`config.mk`:
```
export PLATFORM = sky130hd
export DESIGN_NAME = qos_arb_mux
export DESIGN_NICKNAME = d
export VERILOG_FILES = /design/src/rtl/qos_arb_mux_pkg.sv /design/src/rtl/qos_rr_pick.sv /design/src/rtl/qos_arb_mux.sv
export SDC_FILE = /design/constraint.sdc
export NUM_CORES = 1
export LEC_CHECK = 0
export CORE_MARGIN = 10
export CORE_UTILIZATION = 37
export DETAILED_ROUTE_END_ITERATION = 7
export GPL_TIMING_DRIVEN = 1
export PLACE_DENSITY_LB_ADDON = 0.2
export SYNTH_ARGS = -nofsm -noshare
export SYNTH_HDL_FRONTEND = slang
export SYNTH_SLANG_ARGS = --single-unit
```
`constraint.sdc`:
```
create_clock -name clk -period 3 [get_ports clk]
set_clock_uncertainty 0.1 [all_clocks]
set_input_delay 0.6 -clock clk [delete_from_list [all_inputs] [get_ports clk]]
set_output_delay 0.6 -clock clk [all_outputs]
set_load 0.05 [all_outputs]
```
`src/rtl/qos_arb_mux_pkg.sv`:
```
// Shared encodings and defaults for the QoS arbitrating multiplexer.
package qos_arb_mux_pkg;

    localparam int unsigned N_CH_DEF     = 4;
    localparam int unsigned DATA_W_DEF   = 12;
    localparam int unsigned WEIGHT_W_DEF = 4;

    localparam logic MODE_PRIO = 1'b0;
    localparam logic MODE_WRR  = 1'b1;

    typedef enum logic {StIdle, StServe} arb_state_e;

endpackage

```
`src/rtl/qos_rr_pick.sv`:
```
// Rotating search: first requester at or after start, wrapping N_CH-1 to 0.
module qos_rr_pick
    import qos_arb_mux_pkg::*;
#(
    parameter int unsigned N_CH = N_CH_DEF,
    localparam int unsigned IDX_W = $clog2(N_CH)
) (
    input  logic [N_CH-1:0]  req,
    input  logic [IDX_W-1:0] start,
    output logic             found,
    output logic [IDX_W-1:0] idx
);

    int unsigned      sum;
    logic [IDX_W-1:0] cand;

    always_comb begin
        found = 1'b0;
        idx   = '0;
        sum   = 0;
        cand  = '0;
        // Walk from the far end so the closest requester is written last.
        for (int i = N_CH - 1; i >= 0; i--) begin
            sum = int'(start) + i;
            if (sum >= N_CH) begin
                sum = sum - N_CH;
            end
            cand = IDX_W'(sum);
            if (req[cand]) begin
                found = 1'b1;
                idx   = cand;
            end
        end
    end

endmodule

```
`src/rtl/qos_arb_mux.sv`:
```
// Multiplexes N_CH show-ahead FIFOs onto one registered output stream using
// strict priority or weighted round-robin arbitration.
module qos_arb_mux
    import qos_arb_mux_pkg::*;
#(
    parameter int unsigned N_CH     = N_CH_DEF,
    parameter int unsigned DATA_W   = DATA_W_DEF,
    parameter int unsigned WEIGHT_W = WEIGHT_W_DEF
) (
    input  logic                       clk,
    input  logic                       reset,
    input  logic [N_CH-1:0]            fifo_empty,
    input  logic [N_CH*DATA_W-1:0]     fifo_data,
    input  logic                       out_ready,
    input  logic                       mode,
    input  logic [N_CH*WEIGHT_W-1:0]   weights,
    output logic [N_CH-1:0]            pop,
    output logic [DATA_W-1:0]          data_out,
    output logic                       valid_out,
    output logic [$clog2(N_CH)-1:0]    grant_ch
);

    localparam int unsigned IDX_W = $clog2(N_CH);

    arb_state_e        state_q, state_d;
    logic [IDX_W-1:0]  ptr_q, ptr_d, ptr_next;
    logic [WEIGHT_W-1:0] credit_q, credit_d, credit_load, w_pick;

    logic [IDX_W-1:0]  pick_start, pick_idx, sel_idx;
    logic              pick_found, sel_go, sel_any;

    assign ptr_next = (ptr_q == IDX_W'(N_CH - 1)) ? '0 : ptr_q + IDX_W'(1);

    // Strict priority is a rotating search anchored at channel 0.
    assign pick_start = (mode == MODE_PRIO) ? '0 :
                        (state_q == StIdle) ? ptr_q : ptr_next;

    qos_rr_pick #(
        .N_CH (N_CH)
    ) u_pick (
        .req   (~fifo_empty),
        .start (pick_start),
        .found (pick_found),
        .idx   (pick_idx)
    );

    assign w_pick      = weights[pick_idx*WEIGHT_W +: WEIGHT_W];
    assign credit_load = (w_pick == '0) ? '0 : w_pick - WEIGHT_W'(1);

    always_comb begin
        state_d  = state_q;
        ptr_d    = ptr_q;
        credit_d = credit_q;
        sel_go   = 1'b0;
        sel_idx  = pick_idx;
        if (mode == MODE_PRIO) begin
            // Keeps the WRR machine parked so a later switch starts from scratch.
            state_d  = StIdle;
            ptr_d    = '0;
            credit_d = '0;
            sel_go   = out_ready & pick_found;
        end else if (out_ready) begin
            unique case (state_q)
                StIdle: begin
                    if (pick_found) begin
                        sel_go   = 1'b1;
                        state_d  = StServe;
                        ptr_d    = pick_idx;
                        credit_d = credit_load;
                    end
                end
                StServe: begin
                    if (!fifo_empty[ptr_q] && credit_q != '0) begin
                        sel_go   = 1'b1;
                        sel_idx  = ptr_q;
                        credit_d = credit_q - WEIGHT_W'(1);
                    end else if (pick_found) begin
                        sel_go   = 1'b1;
                        ptr_d    = pick_idx;
                        credit_d = credit_load;
                    end else begin
                        state_d = StIdle;
                    end
                end
            endcase
        end
    end

    assign sel_any = sel_go & ~reset;
    assign pop     = sel_any ? (N_CH'(1) << sel_idx) : '0;

    always_ff @(posedge clk or posedge reset) begin
        if (reset) begin
            state_q   <= StIdle;
            ptr_q     <= '0;
            credit_q  <= '0;
            data_out  <= '0;
            valid_out <= 1'b0;
            grant_ch  <= '0;
        end else begin
            state_q   <= state_d;
            ptr_q     <= ptr_d;
            credit_q  <= credit_d;
            valid_out <= sel_any;
            if (sel_any) begin
                data_out <= fifo_data[sel_idx*DATA_W +: DATA_W];
                grant_ch <= sel_idx;
            end
        end
    end

endmodule

```
==> notes.md <==
Status on the layout run. The final reports fail on negative setup slack. Of the available clock period, the critical path in the final layout requires 1.06. Aggregate routed wire length landed at about 6400 um. Sorting the synthesis cell report by count puts at the top sky130_fd_sc_hd__dfrtp_1. CTS placed an instance of sky130_fd_sc_hd__clkbuf_8 at the clock tree root. Of the synthesized area, sequential elements account for 0.289. At floorplan, the net count of the design was reported as 266. The number of maximum-capacitance violations recorded for the run is 0. Relative to the synthesized area, the layout overhead comes to 75.9%. Combinational logic power landed at a little over 700 uW. Final antenna diode count landed at 0. Post-synth the commonest register cell is sky130_fd_sc_hd__dfrtp_1. Gate count after technology mapping landed at around 190. The worst register-to-register path has a setup slack of -0.02 ns.

Residual DRC count landed at 0. The most numerous cell type found on the critical path is sky130_fd_sc_hd__buf_6. Total of endpoints with negative setup slack in the final report landed at 5.

In this run, the synthesized area fraction spent on and/or/nand/nor cells is recorded as 0.168. Per the log, the first TritonRoute iteration ended with a DRC count of between 50 and 60. Post-layout net count landed at ~390. The routed design could run at a clock period as short as 3.19 ns.

The HPWL after detailed placement is 5160 um. In this design, the largest share of critical-path delay is due to buffers and inverters. Of the total power, the share spent switching nets is 0.382. Vias per cell landed at 4.97. On the critical path the data arrives at 2.49 ns. The stage logs contain a warning count of 29. Entering global routing, the biggest net connects 27 pins. Mux share of post-synthesis cell area landed at 0.165. For the completed layout, the total cell area is recorded as approximately 0.0033 mm2. Counting cells, the worst reg-to-reg path comes to 13. Per the gpl log, the routability congestion estimate is 0.845. The synthesis log from Yosys contains 0 warnings. Summing internal, switching and leakage power gives 1.31 mW. In this run the number of H-tree levels came out at 1. Logic depth of the worst path, buffers included landed at 10.

Number of hold-repair buffers added at the cts stage landed at 0. Synthesized-area fraction occupied by ao, oa, aoi and oai cells landed at 0.291. Net switching power figure landed at 502 uW. Overall overflow remaining after global route landed at 0. In the synthesized netlist, the cells that appear most often are 22 x sky130_fd_sc_hd__dfrtp_1, 20 x sky130_fd_sc_hd__mux2i_1, 13 x sky130_fd_sc_hd__a21o_1, 13 x sky130_fd_sc_hd__nand2_1. In this run the mean area of a mapped cell was 9.96 um2. The flow ran to the end, but the final reports show violations. Latest clock arrival within the worst-skew pair landed at ~0.26 ns.

Data required time of the critical path landed at 2.30 ns. Along the critical path, the tally of buffer and inverter instances is 4. Maximum fanout along the worst path landed at 4. In this run, the synthesized area fraction spent on adder and majority cells is recorded as 0.0197. Per the summary, power density relative to cell area is 393 mW/mm2. The worst setup path is captured at a primary output. For the worst reg-to-reg path, the endpoint reported by OpenROAD is credit_q[1]$_DFFE_PP0P_.

Post-layout worst setup margin landed at -0.192 ns. Looking at hold timing, the worst path starts from data_out[0]$_DFFE_PP0P_. Clock transition at the register clock pins on the worst setup and hold paths after CTS landed at 0.08 ns.

Maximum achievable frequency landed at 0.313 GHz. The worst setup path is launched from a flip-flop. Area share of the leading cell type in the synthesized netlist landed at 0.289. Fraction of final layout cells sized beyond drive strength 1 landed at 0.283.

In the post-synthesis netlist, the biggest area contributors are sky130_fd_sc_hd__dfrtp_1 29%, sky130_fd_sc_hd__mux2i_1 11%, sky130_fd_sc_hd__a211oi_2 7.9%. The initial antenna violation count was 0. Summed over all sequential cells, the power is roughly 370 uW. In this run the worst hold path is classified as flip-flop to flip-flop.

Number of buffers created by CTS landed at 3. Of the total power, the clock network draws 0.164. Yosys mapped a number of flops with a built-in enable equal to 0. After synthesis the cells add up to about 0.0019 mm2. Per the cell usage report, the commonest logic cell in the layout is sky130_fd_sc_hd__clkdlybuf4s50_1.

Setup repair after global routing could not meet its margin everywhere.
-- run 1: layout make-up --
type	count	area, um2	share of cell area
tap	70	87.6	0.0262
timing repair buffer	130	1280	0.382
sequential	22	551	0.165
inverter	10	40.0	0.0120
clock buffer	4	55.1	0.0165
multi-input combinational	145	1330	0.398
-- run 1: registers in the layout, summed over array words and instances (netlist names) --
name       cells
state_q        1
grant_ch       2
credit_q       4
ptr_q          2
data_out      12
valid_out      1
-- run 1: routing by layer --
layer  part of all wire  GRT usage
met5                  0          0
met1               0.38      0.162
met4              0.011     0.0231
met2               0.57      0.285
met3              0.037     0.0334
-- run 1: repair_timing --
action,4_1_cts,5_1_grt
pin swaps,9,9
setup endpoints to repair,20,20
resized,21,9
setup buffers,4,4
gates cloned,0,0
endpoints found under the hold margin,0,0
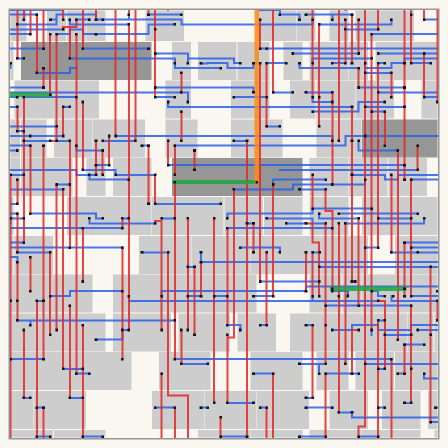
(run_1/closeup.png)
Window x 31 to 61, y 13 to 43 um. Cells in gray, sequential cells in the stronger gray; small squares are vias.
[M2] red
[M4] orange
[M1] blue
[M3] green
most frequent: buf_4 (17), nand2_1 (6), clkdlybuf4s50_1 (6)
cells with their middle in the window: 70
sequential cells in the window: 3

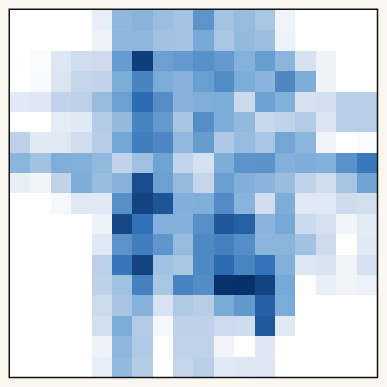
(run_1/route_heat.png)
Drawn at 4 px/um. 18 x 18 tiles, from white (low) to dark blue (high), scaled to the fullest tile. Values are wire area over tile area, all layers added.
tiles over half the peak: 20%
mean over tiles: 0.12
fullest tile: 0.40
emptiest ninth of the die: south-west

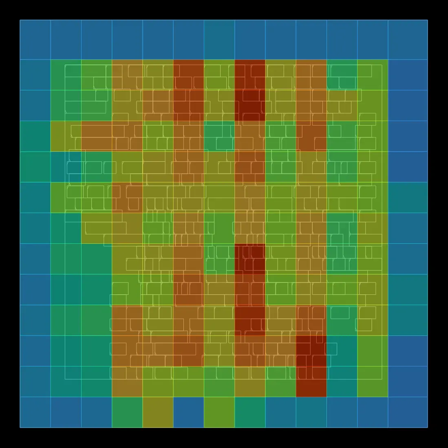
(run_1/congestion_map.png)
most crowded layer after global routing: met2
utilization after layout: 0.663
met2 routing resource usage after global routing: 0.285

No activity file was given, so power comes from the tool's default toggle rates.
